**Clock nets**

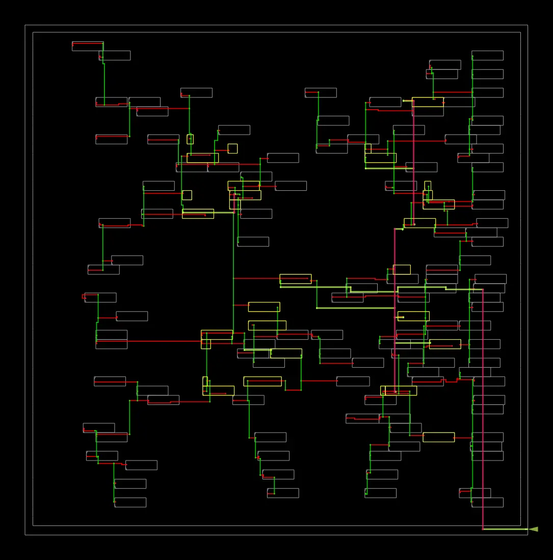
**Gate-type map**

Drawn at 2 px/µm.
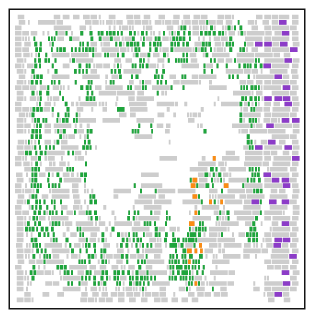
**config.mk**
```make
export PLATFORM = sky130hd
export DESIGN_NAME = zbt_mbox_arb
export DESIGN_NICKNAME = d
export VERILOG_FILES = /design/src/rtl/zbt_mbox_arb.sv
export SDC_FILE = /design/constraint.sdc
export NUM_CORES = 1
export LEC_CHECK = 0
export ABC_AREA = 1
export CORE_AREA = 2 2 145 147
export CTS_CLUSTER_DIAMETER = 80
export DETAILED_ROUTE_END_ITERATION = 8
export DIE_AREA = 0 0 147 149
export GPL_TIMING_DRIVEN = 0
export PLACE_DENSITY = 0.79
export SLEW_MARGIN = 30
export SYNTH_ARGS = -nofsm -noshare
export SYNTH_HDL_FRONTEND = slang
export SYNTH_SLANG_ARGS = --single-unit
```
**constraint.sdc**
```tcl
create_clock -name clk_i -period 5.7 [get_ports clk_i]
set_clock_uncertainty 0.1 [all_clocks]
set_input_delay 0.855 -clock clk_i [delete_from_list [all_inputs] [get_ports clk_i]]
set_output_delay 0.855 -clock clk_i [all_outputs]
set_load 0.03 [all_outputs]
```
**src/rtl/zbt_mbox_arb.sv**
```systemverilog
// Round-robin arbiter that serialises NUM_CH requesters onto one ZBT mailbox
// port. Only one transaction is in flight at a time. Each transaction ends
// with an ack pulse on completion, or an err pulse when the wait counter
// expires. If completion and expiry fall on the same edge, the ack wins.
module zbt_mbox_arb #(
  parameter int unsigned NUM_CH  = 4,
  parameter int unsigned ADDR_W  = 20,
  parameter int unsigned DATA_W  = 36,
  parameter int unsigned TIMEOUT = 255
) (
  input  logic                       clk_i,
  input  logic                       rst_n_i,
  input  logic [NUM_CH-1:0]          ch_req_i,
  input  logic [NUM_CH-1:0]          ch_we_i,
  input  logic [NUM_CH*ADDR_W-1:0]   ch_addr_i,
  input  logic [NUM_CH*DATA_W-1:0]   ch_wdata_i,
  output logic [NUM_CH-1:0]          ch_ack_o,
  output logic [NUM_CH-1:0]          ch_err_o,
  output logic [DATA_W-1:0]          ch_rdata_o,
  output logic                       mbox_sel_o,
  output logic                       mbox_we_o,
  output logic [ADDR_W-1:0]          mbox_addr_o,
  output logic [DATA_W-1:0]          mbox_wdata_o,
  input  logic                       mbox_dval_i,
  input  logic                       mbox_wdone_i,
  input  logic [DATA_W-1:0]          mbox_rdata_i,
  output logic                       busy_o,
  output logic [$clog2(NUM_CH)-1:0]  grant_o
);

  localparam int unsigned GW    = $clog2(NUM_CH);
  localparam int unsigned CNT_W = (TIMEOUT > 0) ? $clog2(TIMEOUT + 1) : 1;
  localparam bit          TO_EN = (TIMEOUT > 0);
  // Expiry is flagged one count early so err rises exactly TIMEOUT cycles after grant.
  localparam logic [CNT_W-1:0] CNT_LAST = CNT_W'((TIMEOUT > 0) ? TIMEOUT - 1 : 0);

  typedef enum logic [0:0] {
    ST_IDLE = 1'b0,
    ST_BUSY = 1'b1
  } state_e;

  state_e              state_q, state_d;
  logic                sel_q, sel_d;
  logic                we_q, we_d;
  logic [ADDR_W-1:0]   addr_q, addr_d;
  logic [DATA_W-1:0]   wdata_q, wdata_d;
  logic                busy_q, busy_d;
  logic [NUM_CH-1:0]   ack_q, ack_d;
  logic [NUM_CH-1:0]   err_q, err_d;
  logic [DATA_W-1:0]   rdata_q, rdata_d;
  logic [GW-1:0]       grant_q, grant_d;
  logic [CNT_W-1:0]    cnt_q, cnt_d;

  logic [GW-1:0]       idx_s;
  logic [GW-1:0]       pick_s;
  logic                found_s;
  logic                done_s;
  logic                expire_s;

  assign mbox_sel_o   = sel_q;
  assign mbox_we_o    = we_q;
  assign mbox_addr_o  = addr_q;
  assign mbox_wdata_o = wdata_q;
  assign busy_o       = busy_q;
  assign ch_ack_o     = ack_q;
  assign ch_err_o     = err_q;
  assign ch_rdata_o   = rdata_q;
  assign grant_o      = grant_q;

  // Round-robin search: first requester after the last grant, wrapping at NUM_CH-1.
  always_comb begin
    idx_s   = grant_q;
    pick_s  = grant_q;
    found_s = 1'b0;
    for (int i = 0; i < NUM_CH; i++) begin
      if (idx_s == GW'(NUM_CH - 1)) begin
        idx_s = {GW{1'b0}};
      end else begin
        idx_s = idx_s + GW'(1);
      end
      if (!found_s && ch_req_i[idx_s]) begin
        found_s = 1'b1;
        pick_s  = idx_s;
      end else begin
        pick_s  = pick_s;
      end
    end
  end

  // Completion strobe must match the transaction type; expiry only when enabled.
  always_comb begin
    done_s   = we_q ? mbox_wdone_i : mbox_dval_i;
    expire_s = TO_EN && (cnt_q == CNT_LAST);
  end

  // Next-state and registered-output logic of the IDLE/BUSY controller.
  always_comb begin
    state_d = state_q;
    sel_d   = sel_q;
    we_d    = we_q;
    addr_d  = addr_q;
    wdata_d = wdata_q;
    busy_d  = busy_q;
    ack_d   = {NUM_CH{1'b0}};
    err_d   = {NUM_CH{1'b0}};
    rdata_d = rdata_q;
    grant_d = grant_q;
    cnt_d   = cnt_q;
    case (state_q)
      ST_IDLE: begin
        if (found_s) begin
          state_d = ST_BUSY;
          sel_d   = 1'b1;
          busy_d  = 1'b1;
          grant_d = pick_s;
          we_d    = ch_we_i[pick_s];
          addr_d  = ch_addr_i[pick_s*ADDR_W +: ADDR_W];
          wdata_d = ch_wdata_i[pick_s*DATA_W +: DATA_W];
          cnt_d   = {CNT_W{1'b0}};
        end else begin
          state_d = ST_IDLE;
        end
      end
      ST_BUSY: begin
        if (done_s) begin
          ack_d[grant_q] = 1'b1;
          sel_d   = 1'b0;
          busy_d  = 1'b0;
          state_d = ST_IDLE;
          if (!we_q) begin
            rdata_d = mbox_rdata_i;
          end else begin
            rdata_d = rdata_q;
          end
        end else if (expire_s) begin
          err_d[grant_q] = 1'b1;
          sel_d   = 1'b0;
          busy_d  = 1'b0;
          state_d = ST_IDLE;
        end else begin
          cnt_d   = TO_EN ? (cnt_q + CNT_W'(1)) : cnt_q;
        end
      end
      default: begin
        state_d = ST_IDLE;
        sel_d   = 1'b0;
        busy_d  = 1'b0;
      end
    endcase
  end

  // State and output registers; reset leaves channel 0 as first in line.
  always_ff @(posedge clk_i or negedge rst_n_i) begin
    if (!rst_n_i) begin
      state_q <= ST_IDLE;
      sel_q   <= 1'b0;
      we_q    <= 1'b0;
      addr_q  <= {ADDR_W{1'b0}};
      wdata_q <= {DATA_W{1'b0}};
      busy_q  <= 1'b0;
      ack_q   <= {NUM_CH{1'b0}};
      err_q   <= {NUM_CH{1'b0}};
      rdata_q <= {DATA_W{1'b0}};
      grant_q <= GW'(NUM_CH - 1);
      cnt_q   <= {CNT_W{1'b0}};
    end else begin
      state_q <= state_d;
      sel_q   <= sel_d;
      we_q    <= we_d;
      addr_q  <= addr_d;
      wdata_q <= wdata_d;
      busy_q  <= busy_d;
      ack_q   <= ack_d;
      err_q   <= err_d;
      rdata_q <= rdata_d;
      grant_q <= grant_d;
      cnt_q   <= cnt_d;
    end
  end

endmodule

```
==> qor.yml <==
status: "completed"
grt_max_degree: 64
h-tree-depth: 4
worst_path_most_repeated_cell: "nand2_1"
crit_required_ns: 5.90
cts_tree: "yes"
yosysUniqueCellTypes: 29
ctsHoldBuffers: 0
fin_util_pct: 59.8
drive_gt1_share_pct: 7.80
yosysTopAreaCellShare_pct: 36.6
top_area_cell: "dfrtp_1"
endpoint_kind: "flip-flop"
met2_usage_pct: 45.9
cpPeakStageDelay_ns: 0.62
path_max_fanout: 10
io_pins: 377
syn_avg_cell_area_um2: 6.55
rsz0062_at_grt: "no"
critPathArrivalTime_ns: 3.67
setup_ws_ns: 2.23
crit_path_start_kind: "flip-flop"
cts_root_buf: "clkbuf_16"
met1_length_um: 11200
regArea_um2: 2830
antenna_cells: 0
path_buffers: 3
cp_slowest_cell: "dfstp_2"
ys.flops: 113
first_pass_iters: 8
ant_nets: 0
yosysWarnings: 0
warnings: 30
met3_usage_pct: 7.19
place_ws_ns: 2.11
core_area_um2: 20600
grt_pass1_wl_um: 44100
maxSlewViolCount: 0
die_x_um: 147
wl_um: 28700
portBuffers: 376
crit_family: "simple AND/OR/NAND/NOR gates"
crit_type: "reg2reg"
Notes on 'clock nets' above:
CTS Sinks: 113
total CTS buffers: 17
Late-Pin Clk Latency: 0.41 ns

Notes on 'gate-type map' above:
aoi and oai cells: in orange, cells 15. mux cells: in purple, cells 36, most used mux2_2, where a vertical strip on the right. nand cells: in green, cells 650, most used nand2_1, where widely spread.
most instantiated logic cell after routing: nand2_1
Post-Layout Cell Count: 1,840

[path summary, 6_finish.rpt]
check                                                     to                         start  slack [ns]
worst max-delay path             mbox_addr_o[13]$_DFFE_PN0P_        grant_o[0]$_DFFE_PN1P_        2.23
worst min-delay path              ch_rdata_o[12]$_DFFE_PN0P_                       rst_n_i        0.25
worst max register to register   mbox_addr_o[13]$_DFFE_PN0P_        grant_o[0]$_DFFE_PN1P_        2.23
worst min register to register  mbox_wdata_o[35]$_DFFE_PN0P_  mbox_wdata_o[35]$_DFFE_PN0P_        0.38
max in group asynchronous             grant_o[1]$_DFFE_PN1P_                       rst_n_i        4.56
min in group clk_i              mbox_wdata_o[35]$_DFFE_PN0P_  mbox_wdata_o[35]$_DFFE_PN0P_        0.38
[cell type report]
class | count | share of cell area (%)
Timing Repair Buffer | 377 | 30.9
Multi-Input combinational cell | 730 | 28.5
Sequential cell | 113 | 23.0
Inverter | 250 | 7.64
Clock buffer | 20 | 3.64
Tap cell | 275 | 2.80
Buffer | 65 | 2.60
Clock inverter | 10 | 0.927
[Yosys cell counts, drive strengths merged]
cell type,instances
ha,6
a21oi,3
buf,43
dfrtp,111
o21ai,7
nand2,407
clkbuf,22
xor2,5
nand3,240
inv,250
o21bai,1
nor3,5
nand4,3
and3,1
dfstp,2
nor2,12
mux2,36
o31ai,4
[kinds of logic after synthesis]
logic type	synth area share (%)
and+or+nand+nor	38.0
AOI/OAI and AO/OA	1.20
adders and majority gates	0.990
buffers and inverters	16.6
muxes	5.35
xor gates and xnor gates	0.578
DFF	37.3
[registers in the layout, indices dropped and copies added, names as in the netlist]
name	cells
ch_rdata_o	36
mbox_wdata_o	36
mbox_addr_o	20
cnt_q	8
ch_ack_o	4
ch_err_o	4
grant_o	2
busy_o	1
mbox_we_o	1
state_q	1
